==> src/rtl/native_arb_pkg.sv <==
// rtl/native_arb_pkg.sv - shared state encodings and sizing helper for the native packet arbiters
package native_arb_pkg;

  typedef enum logic {
    ARB_IDLE   = 1'b0,
    ARB_LOCKED = 1'b1
  } arb_state_e;

  // Index width for a pointer over `value` entries; never less than one bit.
  function automatic int clog2(input int value);
    int result;
    result = 1;
    for (int i = 1; i < 31; i++) begin
      if ((1 << i) < value) result = i + 1;
    end
    return result;
  endfunction

endpackage

==> src/rtl/rr_priority_picker.sv <==
// rtl/rr_priority_picker.sv - combinational round-robin pick: first request above ptr, wrapping
module rr_priority_picker
  import native_arb_pkg::*;
#(
  parameter int NumPorts = 4,
  parameter int PtrW     = clog2(NumPorts)
) (
  input  logic [NumPorts-1:0] req,
  input  logic [PtrW-1:0]     ptr,
  output logic [NumPorts-1:0] pick,
  output logic [PtrW-1:0]     pick_idx
);

  always_comb begin
    int   cand;
    logic found;
    pick     = '0;
    pick_idx = '0;
    found    = 1'b0;
    cand     = 0;
    // ptr itself is scanned last, so the previous owner has lowest priority
    for (int k = 1; k <= NumPorts; k++) begin
      cand = (int'(ptr) + k) % NumPorts;
      if (!found && req[cand[PtrW-1:0]]) begin
        found                  = 1'b1;
        pick[cand[PtrW-1:0]]   = 1'b1;
        pick_idx               = cand[PtrW-1:0];
      end
    end
  end

endmodule

==> src/rtl/native_rr_packet_arbiter.sv <==
// rtl/native_rr_packet_arbiter.sv - packet round-robin arbiter onto one native channel; NATIVE_ARB_BEAT_INTERLEAVE_EN selects beat interleave
module native_rr_packet_arbiter
  import native_arb_pkg::*;
#(
  parameter int NumPorts    = 4,
  parameter int STDataWidth = 32,
  parameter int TidWidth    = 8,
  parameter int TdestWidth  = 8
) (
  input  logic                            aclk,
  input  logic                            rst,
  input  logic [NumPorts*TidWidth-1:0]    s_axis_tid,
  input  logic [NumPorts*TdestWidth-1:0]  s_axis_tdest,
  input  logic [NumPorts*STDataWidth-1:0] s_axis_tdata,
  input  logic [NumPorts-1:0]             s_axis_tvalid,
  input  logic [NumPorts-1:0]             s_axis_tlast,
  output logic [NumPorts-1:0]             s_axis_tready,
  output logic [TidWidth-1:0]             m_native_tid,
  output logic [TdestWidth-1:0]           m_native_tdest,
  output logic [STDataWidth-1:0]          m_native_tdata,
  output logic                            m_native_tlast,
  output logic                            m_native_tvalid,
  input  logic                            m_native_tready,
  output logic [NumPorts-1:0]             grant,
  output logic                            busy
);

  localparam int PtrW = clog2(NumPorts);

  arb_state_e              state;
  logic [PtrW-1:0]         last_ptr;
  logic [PtrW-1:0]         owner_idx;
  logic [NumPorts-1:0]     pick;
  logic [PtrW-1:0]         pick_idx;
  logic                    can_load;
  logic                    accept;
  logic                    pkt_end;
  logic [TidWidth-1:0]     sel_tid;
  logic [TdestWidth-1:0]   sel_tdest;
  logic [STDataWidth-1:0]  sel_tdata;
  logic                    sel_tlast;

  rr_priority_picker #(
    .NumPorts (NumPorts),
    .PtrW     (PtrW)
  ) u_picker (
    .req      (s_axis_tvalid),
    .ptr      (last_ptr),
    .pick     (pick),
    .pick_idx (pick_idx)
  );

  assign busy          = (state == ARB_LOCKED);
  assign can_load      = ~m_native_tvalid | m_native_tready;
  assign s_axis_tready = busy ? (grant & {NumPorts{can_load}}) : '0;
  assign accept        = |(s_axis_tvalid & s_axis_tready);

  // grant is one-hot, so an AND-OR select is enough
  always_comb begin
    sel_tid   = '0;
    sel_tdest = '0;
    sel_tdata = '0;
    sel_tlast = 1'b0;
    for (int i = 0; i < NumPorts; i++) begin
      if (grant[i]) begin
        sel_tid   = s_axis_tid[i*TidWidth +: TidWidth];
        sel_tdest = s_axis_tdest[i*TdestWidth +: TdestWidth];
        sel_tdata = s_axis_tdata[i*STDataWidth +: STDataWidth];
        sel_tlast = s_axis_tlast[i];
      end
    end
  end

`ifdef NATIVE_ARB_BEAT_INTERLEAVE_EN
  assign pkt_end = 1'b1;
`else
  assign pkt_end = sel_tlast;
`endif

  always_ff @(posedge aclk) begin
    if (rst) begin
      state           <= ARB_IDLE;
      grant           <= '0;
      owner_idx       <= '0;
      last_ptr        <= PtrW'(NumPorts - 1);
      m_native_tvalid <= 1'b0;
      m_native_tid    <= '0;
      m_native_tdest  <= '0;
      m_native_tdata  <= '0;
      m_native_tlast  <= 1'b0;
    end else begin
      if (state == ARB_IDLE) begin
        if (|s_axis_tvalid) begin
          grant     <= pick;
          owner_idx <= pick_idx;
          state     <= ARB_LOCKED;
        end
      end else if (accept && pkt_end) begin
        last_ptr <= owner_idx;
        grant    <= '0;
        state    <= ARB_IDLE;
      end

      if (accept) begin
        m_native_tvalid <= 1'b1;
        m_native_tid    <= sel_tid;
        m_native_tdest  <= sel_tdest;
        m_native_tdata  <= sel_tdata;
        m_native_tlast  <= sel_tlast;
      end else if (m_native_tready) begin
        m_native_tvalid <= 1'b0;
      end
    end
  end

endmodule
==> config.mk <==
export PLATFORM = sky130hd
export DESIGN_NAME = native_rr_packet_arbiter
export DESIGN_NICKNAME = d
export VERILOG_FILES = /design/src/rtl/native_arb_pkg.sv /design/src/rtl/rr_priority_picker.sv /design/src/rtl/native_rr_packet_arbiter.sv
export SDC_FILE = /design/constraint.sdc
export NUM_CORES = 1
export LEC_CHECK = 0
export CAP_MARGIN = 0
export CORE_ASPECT_RATIO = 0.9
export CORE_MARGIN = 1
export CORE_UTILIZATION = 33
export CTS_CLUSTER_SIZE = 14
export DETAILED_ROUTE_END_ITERATION = 8
export PLACE_DENSITY = 0.78
export SLEW_MARGIN = 20
export SYNTH_ARGS = -nofsm -noshare
export SYNTH_HDL_FRONTEND = slang
export SYNTH_SLANG_ARGS = --single-unit
==> constraint.sdc <==
create_clock -name aclk -period 2.4 [get_ports aclk]
set_input_delay 0.48 -clock aclk [delete_from_list [all_inputs] [get_ports aclk]]
set_output_delay 0.48 -clock aclk [all_outputs]
set_load 0.02 [all_outputs]
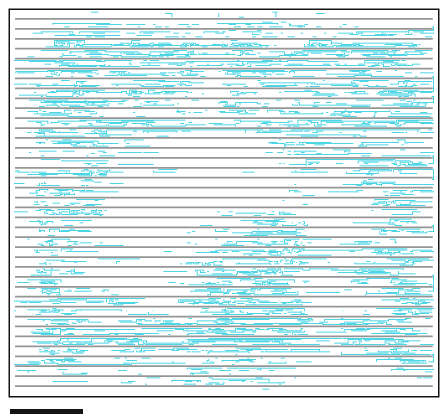
m1.png
Scale bar: 20 um. Supply wires on this layer in gray.
814 nets have wire on it. The longest straight run is 42.8 um. The wires run mostly horizontal. The layer carries 6310 um of wire. The layer holds 41% of the routed length.
grt met1 use: 28.2%
via count: 4940
final WL: 15.3 mm

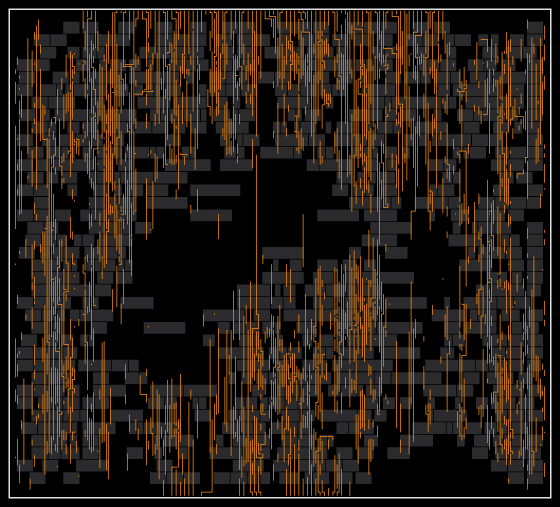
m2.png
The longest straight run is 43.5 um. 778 nets have wire on it. The wires run mostly vertical. The layer carries 7420 um of wire.
met2 Use GR: 41.4%

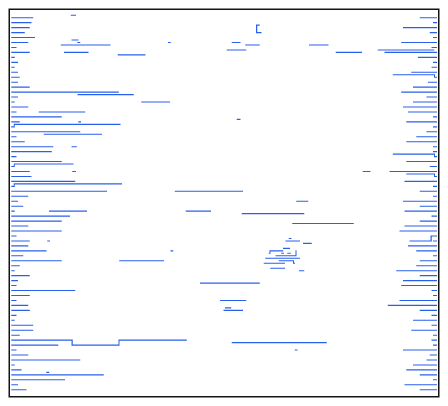
m3.png
The layer carries 1300 um of wire. The longest straight run is 29.4 um. 185 nets have wire on it. The layer holds 8.5% of the routed length. The wires run mostly horizontal.
M3 GR Usage: 7.25%

==> impl_metrics.tcl <==
# metrics dict for downstream scripts
set metrics [dict create \
    status "completed" \
    syn_inst 496 \
    finalCriticalPeriod_ns 2.24 \
    min_path_type "flip-flop to flip-flop" \
    seq_area_sq_um 1190 \
    synth_area_leader_cell "dfxtp_1" \
    cts.sinks 59 \
    warnings 33 \
    post_drt_wl_per_cell_um 17.0 \
    timing.final.max_slew_violations 0 \
    ant_nets 0 \
    drtIter0Drc 287 \
    leakage_nw 2.59 \
    hold_viol_final 0 \
    max-clock-path-buffers 2 \
    overflow 0 \
    start_kind "input port" \
    antenna_found_initial 0 \
    cts_buffers 9 \
    synth_cell_types 50 \
    io_buffers 261 \
    die.size.y_um 106 \
    n_antenna_cell 0 \
    hold_buffers 0 \
    fp_nets 707 \
    relSlewSlack_pct 54.3 \
    synth_top_cell_by_count "nor3_1" \
    post-cts-setup-buffers 0 \
    drive_gt1_share_pct 8.20 \
    rows 37 \
    gp_congestion 0.916 \
    initCoreUtil_pct 34.3 \
    cts_tree "yes" \
    holdWs_ns 0.474 \
    rsz0062_at_grt "no" \
    syn2layout_area_growth_pct 78.7 \
    crit_required_ns 2.65 \
    htreeDepth 3 \
    die_w_um 117 \
    viasPerCell 5.49 \
    criticalPathCategory "input port to flip-flop" \
    core-area_sq_um 11500 \
    ys_seq_share_pct 29.9 \
    top_cell_area_share_pct 29.9 \
    setup_tns_ns 0 \
    path_buffers 2 \
    drc 0 \
    edf_count 0 \
    mi_logic_area_sq_um 2510 \
]
[final timing paths]
path                                        from           to  slack [ns]  depth (start not counted)
worst max-delay path            s_axis_tvalid[2]     grant[3]        0.16                          7
worst min-delay path                owner_idx[1]  last_ptr[1]        0.47                          1
worst max register to register       last_ptr[1]     grant[3]        0.24                          7
worst min register to register      owner_idx[1]  last_ptr[1]        0.47                          1
[metal layers]
metal / share of wire (%) / GRT usage (%) / vias up
met5: 0 / 0 / -
met4: 1.8 / 7.33 / 0
met2: 48 / 41.4 / 235
li1: - / - / 2373
met1: 41 / 28.2 / 2307
met3: 8.5 / 7.25 / 25
[cell type report]
type	instances	share of cell area (%)
inverters	4	0.213
clock buffers	12	3.63
repair buffers	287	40.0
well taps	156	2.76
multi-input cells	378	35.5
clock inverters	4	1.03
flip-flops and latches	59	16.8
[per-stage QoR]
step / instances / setup slack (ns) / utilization (%)
after floorplan: 496 / 0.0364 / -
after global placement: 884 / 0.00926 / 58.3
after detailed placement: 884 / -0.110 / 58.3
after CTS: 900 / 0.0132 / 61.2
after global routing: 900 / 0.0722 / 61.2
final: 900 / 0.158 / 61.2
[power by group]
| part | total [W] | switching, W | internal, W |
|---|---|---|---|
| logic | 0.00149 | 0.000707 | 0.000784 |
| registers | 0.00116 | 0.0000765 | 0.00108 |
| clock network | 0.00141 | 0.000446 | 0.000964 |
| total | 0.00406 | 0.00123 | 0.00283 |
[timing repair]
action | in CTS | in global routing
hold endpoints to repair | 0 | 0
endpoints found under the setup margin | 0 | 4
gates resized | 0 | 4
[layout by cell type, fill, tap and decap left out, drive strengths merged, types with 3 or more instances in the layout]
master	count
buf	27
nor3	103
inv	4
a221oi	52
dlymetal6s2s	4
nor2b	54
a21oi	6
a221o	4
ha	8
clkdlybuf4s50	256
and2b	3
and3	4
dfxtp	59
nor2	57
a211oi	49
a22o	3
mux2i	4
clkbuf	12
[flip-flops by register name, indices dropped and copies added, names as in the netlist]
register,count
last_ptr,2
grant,4
m_native_tid,8
owner_idx,2
m_native_tvalid,1
m_native_tdest,8
busy,1
m_native_tlast,1
m_native_tdata,32
[cell families after synthesis]
| group | after synthesis | synth area share, % |
|---|---|---|
| adder cells (fa/ha/maj) | 8 | 2.53 |
| multiplexers | 7 | 2.75 |
| buffers and inverters | 59 | 7.16 |
| AND/OR/NAND/NOR | 234 | 31.0 |
| flip-flops | 59 | 29.9 |
| AND-OR/OR-AND | 129 | 26.7 |
